==> config.mk <==
export PLATFORM = sky130hd
export DESIGN_NAME = calc_entry_ctrl_flat
export DESIGN_NICKNAME = d
export VERILOG_FILES = /design/src/rtl/calc_entry_ctrl_pkg.sv /design/src/rtl/calc_entry_ctrl_if.sv /design/src/rtl/calc_entry_ctrl_bcd_entry_reg.sv /design/src/rtl/calc_entry_ctrl.sv /design/src/flat_wrapper.sv
export SDC_FILE = /design/constraint.sdc
export NUM_CORES = 1
export LEC_CHECK = 0
export CAP_MARGIN = 20
export CORE_MARGIN = 4
export CORE_UTILIZATION = 46
export CTS_CLUSTER_DIAMETER = 200
export DETAILED_ROUTE_END_ITERATION = 16
export PLACE_DENSITY = 0.77
export SLEW_MARGIN = 20
export SYNTH_ARGS = -nofsm -noshare
export SYNTH_HDL_FRONTEND = slang
export SYNTH_HIERARCHICAL = 1
export SYNTH_SLANG_ARGS = --single-unit
==> constraint.sdc <==
create_clock -name clk -period 2.4 [get_ports clk]
set_input_delay 0.72 -clock clk [delete_from_list [all_inputs] [get_ports clk]]
set_output_delay 0.72 -clock clk [all_outputs]
set_load 0.005 [all_outputs]
==> src/rtl/calc_entry_ctrl_pkg.sv <==
// Package for the calculator keypad-to-ALU controller.
// Holds key codes, the controller state encoding and key classification helpers.
package calc_pkg;

    localparam logic [3:0] KEY_EQ  = 4'd10;
    localparam logic [3:0] KEY_AC  = 4'd11;
    localparam logic [3:0] KEY_ADD = 4'd12;
    localparam logic [3:0] KEY_SUB = 4'd13;
    localparam logic [3:0] KEY_MUL = 4'd14;
    localparam logic [3:0] KEY_DIV = 4'd15;

    typedef enum logic [2:0] {
        S_NUM1 = 3'd0,
        S_NUM2 = 3'd1,
        S_CALC = 3'd2,
        S_RES  = 3'd3,
        S_ERR  = 3'd4
    } state_e;

    function automatic logic is_digit(input logic [3:0] k);
        return k < 4'd10;
    endfunction

    function automatic logic is_op(input logic [3:0] k);
        return k >= KEY_ADD;
    endfunction

endpackage

==> src/rtl/calc_entry_ctrl_if.sv <==
// Bus between the calculator controller and its surroundings (keypad, ALU, display).
//   master : the controller (drives ALU request/operands, display, status)
//   slave  : the environment (drives keys, ALU acknowledge/result)
interface calc_entry_ctrl_if #(
    parameter int unsigned NDIGITS = 4
);
    localparam int unsigned W = 4 * NDIGITS;

    logic         key_valid;
    logic [3:0]   key_code;
    logic [W-1:0] alu_a;
    logic [W-1:0] alu_b;
    logic [3:0]   alu_op;
    logic         alu_req;
    logic         alu_ack;
    logic [W-1:0] alu_res;
    logic         alu_err;
    logic [W-1:0] display;
    logic         disp_err;
    logic         busy;
    logic [2:0]   state;

    modport master (
        input  key_valid, key_code, alu_ack, alu_res, alu_err,
        output alu_a, alu_b, alu_op, alu_req, display, disp_err, busy, state
    );

    modport slave (
        output key_valid, key_code, alu_ack, alu_res, alu_err,
        input  alu_a, alu_b, alu_op, alu_req, display, disp_err, busy, state
    );
endinterface

==> src/rtl/calc_entry_ctrl_bcd_entry_reg.sv <==
// BCD operand entry register.
// Shifts a digit in at the low end, tracks how many significant digits are held,
// suppresses leading zeros and stops accepting digits once NDIGITS are held.
// Ports:
//   clk, reset   clock, asynchronous active-high reset
//   i_clear      clear value and count (highest priority)
//   i_load       parallel load of i_load_val (count = significant digits)
//   i_shift      shift in i_digit
//   o_value      current BCD value
//   o_count      number of significant digits held
module bcd_entry_reg #(
    parameter int unsigned NDIGITS = 4,
    localparam int unsigned W  = 4 * NDIGITS,
    localparam int unsigned CW = $clog2(NDIGITS + 1)
) (
    input  logic          clk,
    input  logic          reset,
    input  logic          i_clear,
    input  logic          i_load,
    input  logic [W-1:0]  i_load_val,
    input  logic          i_shift,
    input  logic [3:0]    i_digit,
    output logic [W-1:0]  o_value,
    output logic [CW-1:0] o_count
);
    logic [W-1:0]  r_value;
    logic [CW-1:0] r_count;

    // Index of the most significant non-zero digit, plus one.
    function automatic logic [CW-1:0] sig_digits(input logic [W-1:0] v);
        logic [CW-1:0] n;
        n = '0;
        for (int i = 0; i < NDIGITS; i++) begin
            if (v[4*i +: 4] != 4'd0) n = CW'(i + 1);
        end
        return n;
    endfunction

    always_ff @(posedge clk or posedge reset) begin
        if (reset) begin
            r_value <= '0;
            r_count <= '0;
        end else if (i_clear) begin
            r_value <= '0;
            r_count <= '0;
        end else if (i_load) begin
            r_value <= i_load_val;
            r_count <= sig_digits(i_load_val);
        end else if (i_shift && (r_count < CW'(NDIGITS))) begin
            // A zero typed into an empty entry is a leading zero: nothing changes.
            if (!((r_value == '0) && (i_digit == 4'd0))) begin
                r_value <= {r_value[W-5:0], i_digit};
                r_count <= r_count + CW'(1);
            end
        end
    end

    assign o_value = r_value;
    assign o_count = r_count;
endmodule

==> src/rtl/calc_entry_ctrl.sv <==
// Keypad-to-ALU controller for the FPGA calculator.
// Builds two BCD operands from key strobes, issues operations to a variable-latency
// ALU with req/ack, supports chained operations, repeat-equals and an error display.
// Ports:
//   clk, reset   clock, asynchronous active-high reset
//   bus          keypad inputs, ALU handshake/operands, display and status outputs
module calc_entry_ctrl #(
    parameter int unsigned NDIGITS          = 4,
    parameter int unsigned ALU_TIMEOUT      = 64,
    parameter logic [4*NDIGITS-1:0] ERR_PATTERN = {NDIGITS{4'hE}}
) (
    input  logic              clk,
    input  logic              reset,
    calc_entry_ctrl_if.master bus
);
    import calc_pkg::*;

    localparam int unsigned W  = 4 * NDIGITS;
    localparam int unsigned CW = $clog2(NDIGITS + 1);
    localparam int unsigned TW = $clog2(ALU_TIMEOUT + 1);

    state_e        r_state, w_state_d;
    logic [3:0]    r_op, w_op_d;
    logic [3:0]    r_pend, w_pend_d;
    logic          r_chain, w_chain_d;
    logic [TW-1:0] r_tmo;
    logic [W-1:0]  r_display, w_display_d;

    logic          w_n1_clear, w_n1_load, w_n1_shift;
    logic [W-1:0]  w_n1_load_val, w_num1;
    logic [CW-1:0] w_n1_count;
    logic          w_n2_clear, w_n2_load, w_n2_shift;
    logic [W-1:0]  w_num2;
    logic [CW-1:0] w_n2_count;

    logic          w_kv, w_digit, w_op, w_timeout;
    logic [3:0]    w_key;

    assign w_kv      = bus.key_valid;
    assign w_key     = bus.key_code;
    assign w_digit   = is_digit(w_key);
    assign w_op      = is_op(w_key);
    assign w_timeout = (r_tmo == TW'(ALU_TIMEOUT - 1));

    bcd_entry_reg #(.NDIGITS(NDIGITS)) u_num1 (
        .clk        (clk),
        .reset      (reset),
        .i_clear    (w_n1_clear),
        .i_load     (w_n1_load),
        .i_load_val (w_n1_load_val),
        .i_shift    (w_n1_shift),
        .i_digit    (w_key),
        .o_value    (w_num1),
        .o_count    (w_n1_count)
    );

    bcd_entry_reg #(.NDIGITS(NDIGITS)) u_num2 (
        .clk        (clk),
        .reset      (reset),
        .i_clear    (w_n2_clear),
        .i_load     (w_n2_load),
        .i_load_val (w_num1),
        .i_shift    (w_n2_shift),
        .i_digit    (w_key),
        .o_value    (w_num2),
        .o_count    (w_n2_count)
    );

    // State register.
    always_ff @(posedge clk or posedge reset) begin
        if (reset) r_state <= S_NUM1;
        else       r_state <= w_state_d;
    end

    // Next state and entry/op register controls.
    always_comb begin
        w_state_d     = r_state;
        w_op_d        = r_op;
        w_pend_d      = r_pend;
        w_chain_d     = r_chain;
        w_n1_clear    = 1'b0;
        w_n1_load     = 1'b0;
        w_n1_shift    = 1'b0;
        w_n1_load_val = bus.alu_res;
        w_n2_clear    = 1'b0;
        w_n2_load     = 1'b0;
        w_n2_shift    = 1'b0;
        case (r_state)
            S_NUM1: if (w_kv) begin
                if (w_digit) begin
                    w_n1_shift = 1'b1;
                end else if (w_op) begin
                    w_op_d     = w_key;
                    w_n2_clear = 1'b1;
                    w_state_d  = S_NUM2;
                end else if (w_key == KEY_AC) begin
                    w_n1_clear = 1'b1;
                end
            end
            S_NUM2: if (w_kv) begin
                if (w_digit) begin
                    w_n2_shift = 1'b1;
                end else if (w_op) begin
                    if (w_n2_count == '0) begin
                        w_op_d = w_key;
                    end else begin
                        w_chain_d = 1'b1;
                        w_pend_d  = w_key;
                        w_state_d = S_CALC;
                    end
                end else if (w_key == KEY_EQ) begin
                    // "a op =" with no second operand uses a as b.
                    w_n2_load = (w_n2_count == '0);
                    w_chain_d = 1'b0;
                    w_state_d = S_CALC;
                end else begin
                    w_n2_clear = 1'b1;
                    if (w_n2_count == '0) begin
                        w_n1_clear = 1'b1;
                        w_op_d     = 4'd0;
                        w_chain_d  = 1'b0;
                        w_state_d  = S_NUM1;
                    end
                end
            end
            S_CALC: begin
                // Keys are dropped here, even when they coincide with alu_ack.
                if (bus.alu_ack) begin
                    if (bus.alu_err) begin
                        w_chain_d = 1'b0;
                        w_state_d = S_ERR;
                    end else begin
                        w_n1_load = 1'b1;
                        if (r_chain) begin
                            w_op_d     = r_pend;
                            w_n2_clear = 1'b1;
                            w_chain_d  = 1'b0;
                            w_state_d  = S_NUM2;
                        end else begin
                            w_state_d  = S_RES;
                        end
                    end
                end else if (w_timeout) begin
                    w_chain_d = 1'b0;
                    w_state_d = S_ERR;
                end
            end
            S_RES: if (w_kv) begin
                if (w_digit) begin
                    w_n1_load     = 1'b1;
                    w_n1_load_val = W'(w_key);
                    w_state_d     = S_NUM1;
                end else if (w_op) begin
                    w_op_d     = w_key;
                    w_n2_clear = 1'b1;
                    w_state_d  = S_NUM2;
                end else if (w_key == KEY_EQ) begin
                    w_state_d = S_CALC;
                end else begin
                    w_n1_clear = 1'b1;
                    w_n2_clear = 1'b1;
                    w_op_d     = 4'd0;
                    w_state_d  = S_NUM1;
                end
            end
            S_ERR: if (w_kv && (w_key == KEY_AC)) begin
                w_n1_clear = 1'b1;
                w_n2_clear = 1'b1;
                w_op_d     = 4'd0;
                w_chain_d  = 1'b0;
                w_state_d  = S_NUM1;
            end
            default: w_state_d = S_NUM1;
        endcase
    end

    // Display source for the next edge; it lags the key action by one edge.
    always_comb begin
        w_display_d = r_display;
        case (r_state)
            S_NUM1:  w_display_d = (w_n1_count == '0) ? '0 : w_num1;
            S_NUM2:  w_display_d = (w_n2_count == '0) ? w_num1 : w_num2;
            S_CALC:  w_display_d = r_display;
            S_RES:   w_display_d = w_num1;
            S_ERR:   w_display_d = ERR_PATTERN;
            default: w_display_d = '0;
        endcase
    end

    always_ff @(posedge clk or posedge reset) begin
        if (reset) begin
            r_op      <= 4'd0;
            r_pend    <= 4'd0;
            r_chain   <= 1'b0;
            r_tmo     <= '0;
            r_display <= '0;
        end else begin
            r_op      <= w_op_d;
            r_pend    <= w_pend_d;
            r_chain   <= w_chain_d;
            r_tmo     <= (r_state == S_CALC) ? r_tmo + TW'(1) : '0;
            r_display <= w_display_d;
        end
    end

    // Outputs decoded straight from state so reset drops alu_req immediately.
    always_comb begin
        bus.alu_req  = (r_state == S_CALC);
        bus.busy     = (r_state == S_CALC);
        bus.disp_err = (r_state == S_ERR);
        bus.alu_a    = w_num1;
        bus.alu_b    = w_num2;
        bus.alu_op   = r_op;
        bus.display  = r_display;
        bus.state    = r_state;
    end
endmodule

==> src/flat_wrapper.sv <==
// flat-port wrapper written by rule: the top's interface ports become plain ports
module calc_entry_ctrl_flat import calc_pkg::*;
#(
    parameter int unsigned NDIGITS          = 4,
    parameter int unsigned ALU_TIMEOUT      = 64,
    parameter logic [4*NDIGITS-1:0] ERR_PATTERN = {NDIGITS{4'hE}}
)
  (clk, reset, bus_key_valid, bus_key_code, bus_alu_ack, bus_alu_res, bus_alu_err, bus_alu_a, bus_alu_b, bus_alu_op, bus_alu_req, bus_display, bus_disp_err, bus_busy, bus_state);
  calc_entry_ctrl_if #(.NDIGITS(NDIGITS)) bus_i ();
  input  logic clk;
  input  logic reset;
  input wire logic [$bits(bus_i.key_valid)-1:0] bus_key_valid;
  input wire logic [$bits(bus_i.key_code)-1:0] bus_key_code;
  input wire logic [$bits(bus_i.alu_ack)-1:0] bus_alu_ack;
  input wire logic [$bits(bus_i.alu_res)-1:0] bus_alu_res;
  input wire logic [$bits(bus_i.alu_err)-1:0] bus_alu_err;
  output wire logic [$bits(bus_i.alu_a)-1:0] bus_alu_a;
  output wire logic [$bits(bus_i.alu_b)-1:0] bus_alu_b;
  output wire logic [$bits(bus_i.alu_op)-1:0] bus_alu_op;
  output wire logic [$bits(bus_i.alu_req)-1:0] bus_alu_req;
  output wire logic [$bits(bus_i.display)-1:0] bus_display;
  output wire logic [$bits(bus_i.disp_err)-1:0] bus_disp_err;
  output wire logic [$bits(bus_i.busy)-1:0] bus_busy;
  output wire logic [$bits(bus_i.state)-1:0] bus_state;
  assign bus_i.key_valid = bus_key_valid;
  assign bus_i.key_code = bus_key_code;
  assign bus_i.alu_ack = bus_alu_ack;
  assign bus_i.alu_res = bus_alu_res;
  assign bus_i.alu_err = bus_alu_err;
  assign bus_alu_a = bus_i.alu_a;
  assign bus_alu_b = bus_i.alu_b;
  assign bus_alu_op = bus_i.alu_op;
  assign bus_alu_req = bus_i.alu_req;
  assign bus_display = bus_i.display;
  assign bus_disp_err = bus_i.disp_err;
  assign bus_busy = bus_i.busy;
  assign bus_state = bus_i.state;
  calc_entry_ctrl #(.NDIGITS(NDIGITS), .ALU_TIMEOUT(ALU_TIMEOUT), .ERR_PATTERN(ERR_PATTERN)) u_core (.clk(clk), .reset(reset), .bus(bus_i));
endmodule
**Run 1: met4 routing**

Bar = 20 um.
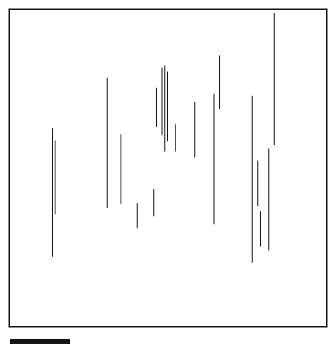
nets with wire on the layer: 18
longest straight run: 55.8 um
main direction: vertical
share of all routed wire: 3.2%
vias: 4630
final WL: 15200 um

**Run 1: placed standard cells**

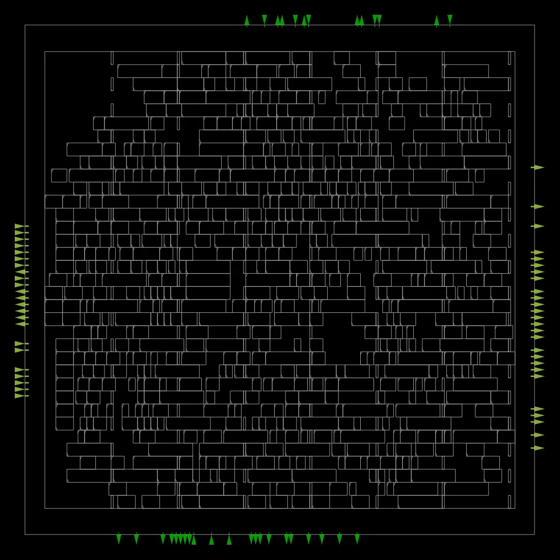
Final Util: 67.4%
Well Taps: 129
sequential cells: 73

**Run 1: cells coloured by class**

Bar = 20 um. Fill, decap, tap and diode cells in grey.
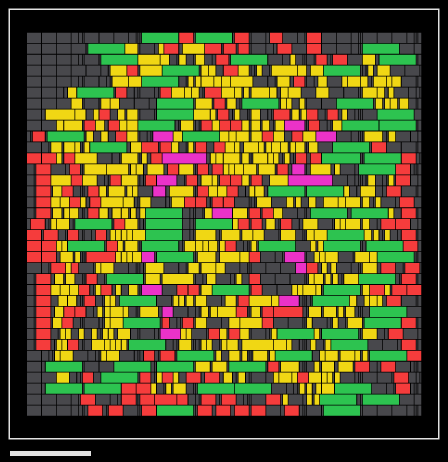
[red] remaining buffers and delay cells | cells: 176 | share of their area: 25%
[yellow] remaining logic cells | cells: 386 | share of their area: 41%
[green] registers | cells: 73 | share of their area: 30%
[magenta] clock drivers and dummy loads | cells: 16 | share of their area: 3.7%
Seq area share: 29.1%
Final Cell Area: 6290 um^2
Core Area: 9330 um^2
row count: 35

**Run 1: gate families picked out**

Bar = 20 um.
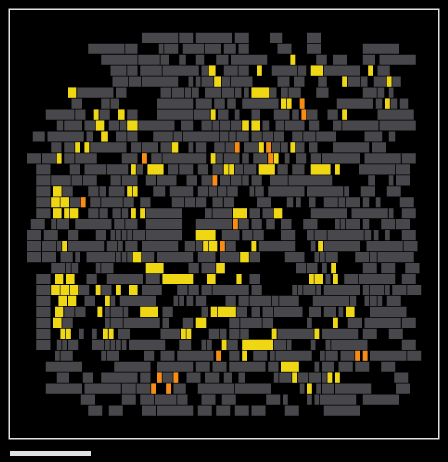
[yellow] nor cells | cells: 102 | most used: nor2_1
[orange] inv cells | cells: 17 | most used: inv_1
Final Non-Filler Cells: 780
most numerous logic cell after layout: buf_4
fraction of area in multi-input gates: 39.0%

==> impl_metrics.env, run 1 <==
# source this file to load flow results
export IMPL_outcome="finished with violations"
export IMPL_violations="setup timing"
export IMPL_cp_slowest_cell="or4_4"
export IMPL_placed_cell_area_um2=5960
export IMPL_worst_hold_slack_ns=0.467
export IMPL_hold_end="u_core/r_tmo[0]"
export IMPL_max_freq_ghz=0.406
export IMPL_fin_crit_sh_pct=103
export IMPL_dp_cells=758
export IMPL_hp_start="u_core/r_tmo[0]"
export IMPL_vias_per_cell=5.94
export IMPL_fin_crit_ns=2.46
export IMPL_crit_path_max_incr_delay_ns=0.53
export IMPL_p_leak_nw=2.67
export IMPL_ctsHoldBuffers=0
export IMPL_grt_pass1_vias=4677
export IMPL_finalMaxSlewViolations=0
export IMPL_r2r_start="u_core/bus.state[2]"
export IMPL_p_clk_share_pct=15.3
export IMPL_maxPowerGroup="combinational cells"
export IMPL_path_class="in2reg"
export IMPL_ys_cells=494
export IMPL_fin_skew_ns=0.0130
export IMPL_final_layout_size_suffix_gt1_share_pct=25.0
export IMPL_drtIter0Drc=411
export IMPL_ys_area_um2=4430
export IMPL_endpoint="u_core/u_num1/o_count[0]"
export IMPL_mostFrequentLayoutCells="buf_4, nand2_1, clkdlybuf4s50_1"
export IMPL_cp_end_kind="flip-flop"
export IMPL_switching_share_pct=40.2
export IMPL_fa_ha_area_share_pct=0.847
export IMPL_finalSetupViolCount=1
export IMPL_startpoint="bus_key_code[1]"
export IMPL_clockRootBuffer="clkbuf_8"
export IMPL_hold_path_class="reg2reg"
export IMPL_warnings=29
export IMPL_cpMostUsedCell="a221oi_2"
export IMPL_area_growth_synth_to_final_pct=41.8
export IMPL_drc=0
export IMPL_ys_sh_xor_pct=0.988
export IMPL_worst_pin_slew_ns=0.815
export IMPL_setup_tns_ns=-0.0604
export IMPL_synthesis_area_um2=4430
export IMPL_arrival_ns=2.69
export IMPL_fp_nets=522
export IMPL_dieArea_um2=11300
export IMPL_total_power_w=0.00723
export IMPL_die_h_um=106
export IMPL_drv_cap=0
export IMPL_ant_nets=0
export IMPL_synthAoiAreaFrac_pct=23.3
export IMPL_port_buffer_count=82
export IMPL_cp_start_kind="input port"
export IMPL_dr_pass1_iters=6
export IMPL_syn_inst=494
export IMPL_p_clk_w=0.00111
export IMPL_gr_total_overflow=0
export IMPL_ys_types=63
export IMPL_ys_ff=73
export IMPL_setup_ws_ns=-0.0604
export IMPL_grt_pass1_wl_um=24000
export IMPL_synthTopLogicFamily="simple AND/OR/NAND/NOR gates"
export IMPL_crit_path_cell_trace="buf_8, o21ai_4, nand3_2, nor2_4, mux2_4, or4_4, a21bo_1, a221oi_2, a221oi_2"
export IMPL_async_flop_share_pct=100
export IMPL_cts_tree="yes"
export IMPL_cts_num_sinks=73
export IMPL_power_switching_w=0.00290
export IMPL_cp_max_fo=6
==> run 1: sequential cells by signal (all words and copies together) (netlist names) <==
signal	cells
u_core/bus.display	16
u_core/r_chain	1
u_core/u_num2/o_count	3
u_core/u_num1/o_value	16
u_core/bus.state	3
u_core/u_num2/o_value	16
u_core/bus.alu_op	4
u_core/r_pend	4
u_core/u_num1/o_count	3
u_core/r_tmo	7
==> run 1: worst max-delay path: cells and delay by family <==
family	cells	cell delay, ns
AND/OR/NAND/NOR	3	0.87
buffers and inverters	1	0.10
AND-OR/OR-AND	4	0.67
multiplexers	1	0.33
==> run 1: synthesized netlist by cell type, drive strengths merged (6+ instances only) <==
master   n  area share [%]
nand2   76             6.4
dfrtp   73              41
nor2    58             5.0
a311oi  26             5.1
a21oi   23             2.7
o21ai   21             2.4
buf     19             2.5
inv     17             1.4
nor2b   17             2.6
clkbuf  16             1.4
nor4    16             3.5
a211oi  13             2.4
a221o   12             2.7
mux2    12             3.4
nor3     8             1.0
or3      8             1.1
nand3    7             1.0
nand2b   6            0.85
==> run 1: final cells by class <==
| type | count | area (um^2) |
|---|---|---|
| clock inverters | 7 | 101 |
| multi-input cells | 369 | 2450 |
| inverters | 17 | 63.8 |
| flip-flops and latches | 73 | 1830 |
| well taps | 129 | 161 |
| clock buffers | 9 | 124 |
| repair buffers | 176 | 1560 |
| fillers | 761 | 3040 |
==> run 1: metal layers <==
layer	wire length [um]	vias up	global-route usage (%)	share of wire [%]
met2	7240	250	44.0	48
met1	6220	2212	34.8	41
met4	486	0	13.1	3.2
met3	1220	45	4.55	8.1
met5	0	-	0	0
li1	-	2123	-	-
==> run 1: what timing repair did <==
item,4_1_cts,5_1_grt
setup buffers,6,0
pin swaps,7,14
gates cloned,1,0
hold endpoints to repair,0,0
setup endpoints to repair,48,5
gates resized,26,20
==> run 1 -> run 2 <==
SKIP_LAST_GASP = 1   (was not set)
**Run 2: met4 routing**

Bar = 20 um.
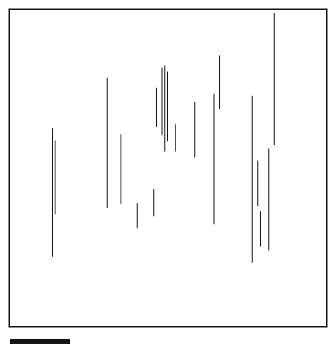
nets with wire on the layer: 18
wire length on this layer: 487 um
share of all routed wire: 3.2%
main direction: vertical
longest straight run: 55.8 um

**Run 2: wiring by layer**

Bar = 20 um.
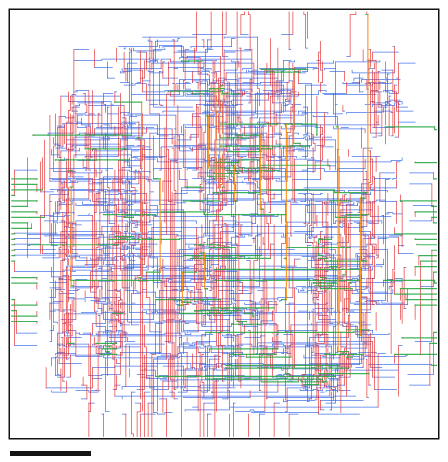
[red] M2 | wire length: 7240 um
[orange] M4 | wire length: 487 um
[blue] M1 | wire length: 6220 um
[green] M3 | wire length: 1220 um
total track usage: 27.0%
wire length per cell: 19.5 um

==> run 2 against run 1 <==
Net effect: the run still ends with setup timing left; area after synthesis is the same; critical endpoint unchanged; sequential power is essentially flat; hold slack is the same; cell area is the same; highest routed layer unchanged; utilization is the same; synthesized cell count is the same; sequential share of layout area is the same; largest power group unchanged; die size is the same.
==> impl_metrics.env, run 2 <==
# source this file to load flow results
export IMPL_outcome="finished with violations"
export IMPL_violations="setup timing"
export IMPL_dieArea_um2=11300
export IMPL_fin_crit_sh_pct=103
export IMPL_ctsHoldBuffers=0
export IMPL_drtIter0Drc=411
export IMPL_path_buffers=1
export IMPL_yosysMostFrequentCell="nand2_1"
export IMPL_design_core_area_um2=9330
export IMPL_vias=4630
export IMPL_cts_resized_gates=26
export IMPL_gr_total_overflow=0
export IMPL_p_clk_share_pct=15.3
export IMPL_cp_end_kind="flip-flop"
export IMPL_vias_per_cell=5.94
export IMPL_fin_cells=780
export IMPL_syn_inst=494
export IMPL_post_cts_buffers=6
export IMPL_fin_skew_ns=0.0130
export IMPL_drv_cap=0
export IMPL_maxPowerGroup="combinational cells"
export IMPL_mostFrequentLayoutCells="buf_4, nand2_1, clkdlybuf4s50_1"
export IMPL_path_class="in2reg"
export IMPL_ys_cells=494
export IMPL_synthesis_area_um2=4430
export IMPL_finalMaxSlewViolations=0
export IMPL_async_flop_share_pct=100
export IMPL_cp_max_fo=6
export IMPL_max_freq_ghz=0.406
export IMPL_common_cells="nand2_1, dfrtp_1, nor2_1"
export IMPL_design_area_um2=6290
export IMPL_top_cell_area_share_pct=41.2
export IMPL_synth_area_top_cells="dfrtp_1, nand2_1, a311oi_1, nor2_1, a221o_1"
export IMPL_die_h_um=106
export IMPL_rows=35
export IMPL_cp_start_kind="input port"
export IMPL_drc=0
export IMPL_cp_slowest_cell="or4_4"
export IMPL_placed_cell_area_um2=5960
export IMPL_ys_types=63
export IMPL_p_leak_nw=2.67
export IMPL_setup_tns_ns=-0.0604
export IMPL_arrival_ns=2.69
export IMPL_power_switching_w=0.00290
export IMPL_mostFrequentLayoutCell="buf_4"
export IMPL_fp_nets=522
export IMPL_netlist_top_cell_by_area="dfrtp_1"
export IMPL_final_layout_size_suffix_gt1_share_pct=25.0
export IMPL_ys_area_um2=4430
export IMPL_ant_nets=0
export IMPL_setup_ws_ns=-0.0604
export IMPL_cts_tree="yes"
export IMPL_finalSetupViolCount=1
export IMPL_warnings=29
export IMPL_path_delay_family="simple AND/OR/NAND/NOR gates"
export IMPL_cts_num_sinks=73
export IMPL_hold_path_class="reg2reg"
export IMPL_crit_path_max_incr_delay_ns=0.53
export IMPL_clockRootBuffer="clkbuf_8"
**Run 2: cells coloured by class**

Bar = 20 um. Fill, decap, tap and diode cells in grey.
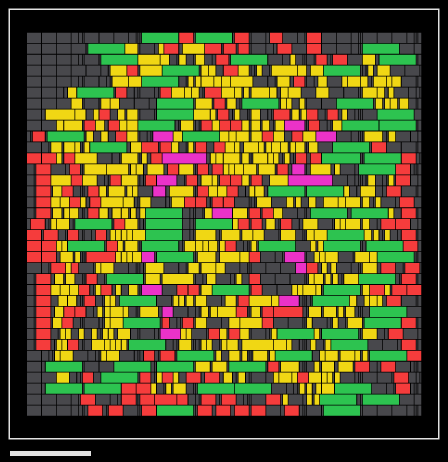
[green] registers | cells: 73 | share of their area: 30%
[yellow] remaining logic cells | cells: 386 | share of their area: 41%
[magenta] clock drivers and dummy loads | cells: 16 | share of their area: 3.7%
[red] remaining buffers and delay cells | cells: 176 | share of their area: 25%

-- run 2: cell counts after synthesis --
No cell type changed its count.
-- run 2: cell families after synthesis --
family,after synthesis,synth area share [%]
simple gates,216,25.0
compound gates,133,23.3
flops,73,41.2
buf+inv,52,5.30
mux,12,3.39
xor+xnor,5,0.988
fa+ha+maj,3,0.847
-- run 2: final timing paths --
check	startpoint	to	slack [ns]	cells after the start
max in group asynchronous	reset	u_core/bus.state[2]	1.16	3
worst max-delay path	bus_key_code[1]	u_core/u_num1/o_count[0]	-0.06	9
worst max register to register	u_core/bus.state[2]	u_core/u_num1/o_count[0]	-0.01	8
worst min register to register	u_core/r_tmo[0]	u_core/r_tmo[0]	0.47	1
min in group asynchronous	reset	u_core/u_num2/o_value[4]	0.77	3
worst min-delay path	u_core/r_tmo[0]	u_core/r_tmo[0]	0.47	1
-- run 2: final cells by class --
class | instances | area, um^2
well taps | 129 | 161
inverters | 17 | 63.8
clock buffers | 9 | 124
clock inverters | 7 | 101
fillers | 761 | 3040
multi-input cells | 369 | 2450
flip-flops and latches | 73 | 1830
repair buffers | 176 | 1560
-- run 2: layer usage --
layer / up-vias / share of wire (%) / global-route usage [%]
met5: - / 0 / 0
met4: 0 / 3.2 / 13.1
met3: 45 / 8.1 / 4.55
met2: 250 / 48 / 44.0
met1: 2212 / 41 / 34.8
li1: 2123 / - / -
-- run 2: stage by stage --
stage	total power [W]	utilization, %	hold slack, ns
6_report	0.00723	67.4	0.467
5_1_grt	0.00767	67.4	0.499
4_1_cts	0.00717	66.9	0.471
3_5_place_dp	0.00598	63.9	0.459
3_3_place_gp	0.00589	63.9	0.442
2_1_floorplan	0.00415	-	0.432
==> run 2 -> run 3 <==
CORE_UTILIZATION = 48   (was 46)
PLACE_DENSITY = 0.79   (was 0.77)
**Run 3: met4 routing**

Bar = 20 um.
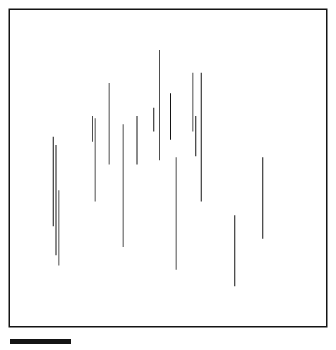
share of all routed wire: 2.9%
nets with wire on the layer: 16
wire length on this layer: 426 um
longest straight run: 42.2 um
vias: 4636
final WL: 14700 um

**Run 3: placed standard cells**

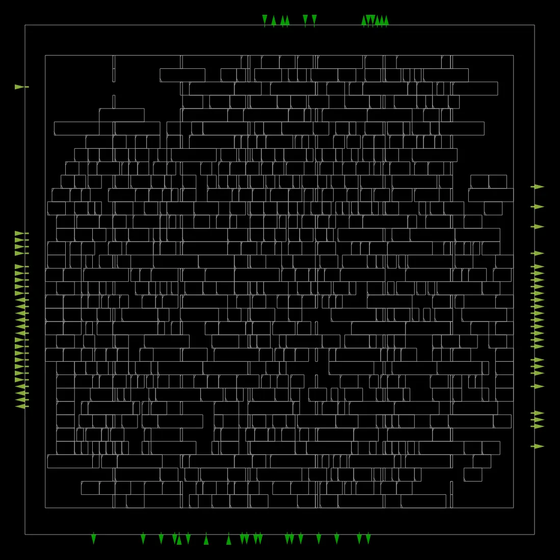
row count: 34
Seq area share: 29.5%
Core Area: 8850 um^2
Well Taps: 108
Final Util: 70.1%

==> run 3 against run 2 <==
Net effect: the run still ends with setup timing left; critical endpoint unchanged; critical path depth increased by 1; cell area decreased by 1.4%; worst setup slack got worse by 0.023 ns; routed wire length decreased by 2.8%.
==> impl_metrics.env, run 3 <==
# source this file to load flow results
export IMPL_outcome="finished with violations"
export IMPL_violations="setup timing"
export IMPL_fin_skew_ns=0.00969
export IMPL_flop_count=73
export IMPL_max_freq_ghz=0.403
export IMPL_path_delay_family="simple AND/OR/NAND/NOR gates"
export IMPL_cp_end_kind="flip-flop"
export IMPL_drv_cap=0
export IMPL_cts_tree="yes"
export IMPL_ys_types=63
export IMPL_fp_nets=522
export IMPL_ys_cells=494
export IMPL_ant_nets=0
export IMPL_drtIter0Drc=444
export IMPL_path_class="in2reg"
export IMPL_cts_num_sinks=73
export IMPL_hold_path_class="reg2reg"
export IMPL_synth_area_top_cells="dfrtp_1, nand2_1, a311oi_1, nor2_1, a221o_1"
export IMPL_clkbuf_count=10
export IMPL_final_layout_size_suffix_gt1_share_pct=23.7
export IMPL_clock_path_buffers=2
export IMPL_top_cell_area_share_pct=41.2
export IMPL_finalMaxSlewViolations=0
export IMPL_bufAreaShareNonClock_pct=24.8
export IMPL_dieArea_um2=10800
export IMPL_cp_start_kind="input port"
export IMPL_clockNetworkAreaShare_pct=3.01
export IMPL_yosys_warnings=6
export IMPL_grt_util_all_layers_pct=26.6
export IMPL_yosysMostFrequentCell="nand2_1"
export IMPL_path_clk_slew_ns=0.08
export IMPL_area_growth_synth_to_final_pct=39.8
export IMPL_h_tree_depth=3
export IMPL_cp_slowest_cell="or4_4"
export IMPL_common_cells="nand2_1, dfrtp_1, nor2_1"
export IMPL_synthesis_area_um2=4430
export IMPL_n_all_buffers=170
export IMPL_rsz0062_at_grt="yes"
export IMPL_required_ns=2.63
export IMPL_arrival_ns=2.71
export IMPL_cp_max_fo=5
export IMPL_logic_area_um2=2450
export IMPL_relSlewSlack_pct=42.5
export IMPL_syn_inst=494
export IMPL_drt_wirelength_per_cell_um=19.6
export IMPL_flop_area_um2=1830
export IMPL_fin_crit_sh_pct=103
export IMPL_nFillCells=700
export IMPL_path_buffers=2
export IMPL_die_h_um=104
export IMPL_comb_area_share_pct=39.5
export IMPL_mostFrequentLayoutCells="buf_4, nand2_1, clkdlybuf4s50_1"
export IMPL_warnings=29
export IMPL_p_leak_nw=2.65
export IMPL_drc=0
export IMPL_ys_flop_type="dfrtp_1"
export IMPL_async_flop_share_pct=100
export IMPL_cts_made_buffers=9
export IMPL_gr_total_overflow=0
export IMPL_total_power_w=0.00698
export IMPL_fin_cells=753
export IMPL_crit_path_max_incr_delay_ns=0.41
export IMPL_largest_cell_class="multi-input combinational cells"
export IMPL_placed_cell_area_um2=5890
export IMPL_clockRootBuffer="clkbuf_8"
export IMPL_crit_path_cell_trace="buf_8, o21ai_4, nand3_2, nor2_4, buf_4, mux2_4, or4_4, a21bo_1, a221oi_2, a221oi_2"
export IMPL_comb_multi_input_count=369
export IMPL_setup_tns_ns=-0.0835
export IMPL_port_buffer_count=82
export IMPL_finalSetupViolCount=1
export IMPL_vias_per_cell=6.16
export IMPL_netlist_top_cell_by_area="dfrtp_1"
export IMPL_setup_ws_ns=-0.0835
export IMPL_inv_count=17
export IMPL_mostFrequentLayoutCell="buf_4"
export IMPL_ctsHoldBuffers=0
export IMPL_ys_area_um2=4430
**Run 3: cells coloured by class**

Bar = 20 um. Fill, decap, tap and diode cells in grey.
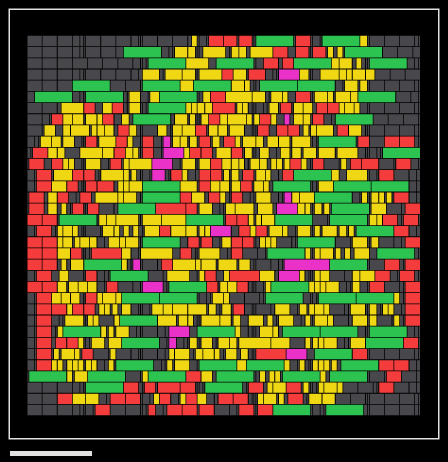
[yellow] remaining logic cells | cells: 386 | share of their area: 41%
[green] registers | cells: 73 | share of their area: 30%
[magenta] clock drivers and dummy loads | cells: 16 | share of their area: 3.1%
[red] remaining buffers and delay cells | cells: 170 | share of their area: 25%
Final Cell Area: 6200 um^2

[run 3: cell counts after synthesis]
No cell type changed its count.
[run 3: cells by family after synthesis]
family / synth area share (%)
buf+inv: 5.30
compound gates: 23.3
fa+ha+maj: 0.847
simple gates: 25.0
flops: 41.2
xor+xnor: 0.988
mux: 3.39
[run 3: timing repair]
action / CTS / global route
pin swaps: 7 / 8
endpoints found under the setup margin: 41 / 5
resized: 31 / 12
buffers inserted: 2 / 6
[run 3: metal layers]
layer  vias up  track usage, %  share of wire [%]
met4         0            12.1                2.9
met3        40            4.16                8.3
met5         -               0                  0
met1      2242            34.6                 41
li1       2105               -                  -
met2       249            43.7                 48
[run 3: where the power goes]
part	internal [W]	total [W]	leakage (nW)	switching [W]
Combinational	0.00195	0.00355	1.63	0.00160
Sequential	0.00173	0.00249	0.918	0.000755
Clock	0.000475	0.000941	0.0998	0.000466
Total	0.00416	0.00698	2.65	0.00283
[run 3: per-stage QoR]
step | hold slack [ns] | setup slack [ns]
final | 0.461 | -0.0835
after floorplan | 0.432 | -0.231
after detailed placement | 0.458 | -0.865
after CTS | 0.469 | -0.0584
after global routing | 0.479 | -0.155
after global placement | 0.443 | -0.830
[run 3: final timing paths]
| check | from | to | slack (ns) | cells past startpoint |
|---|---|---|---|---|
| setup reg to reg | u_core/bus.state[2] | u_core/u_num1/o_count[0] | 0.02 | 9 |
| min in group asynchronous | reset | u_core/u_num2/o_value[12] | 0.76 | 3 |
| setup / recovery | bus_key_code[1] | u_core/u_num1/o_count[0] | -0.08 | 10 |
| hold reg to reg | u_core/r_tmo[0] | u_core/r_tmo[0] | 0.46 | 1 |
| hold / removal | u_core/r_tmo[0] | u_core/r_tmo[0] | 0.46 | 1 |
| max in group asynchronous | reset | u_core/bus.display[11] | 1.20 | 3 |
Power and IR drop assume default switching activity.
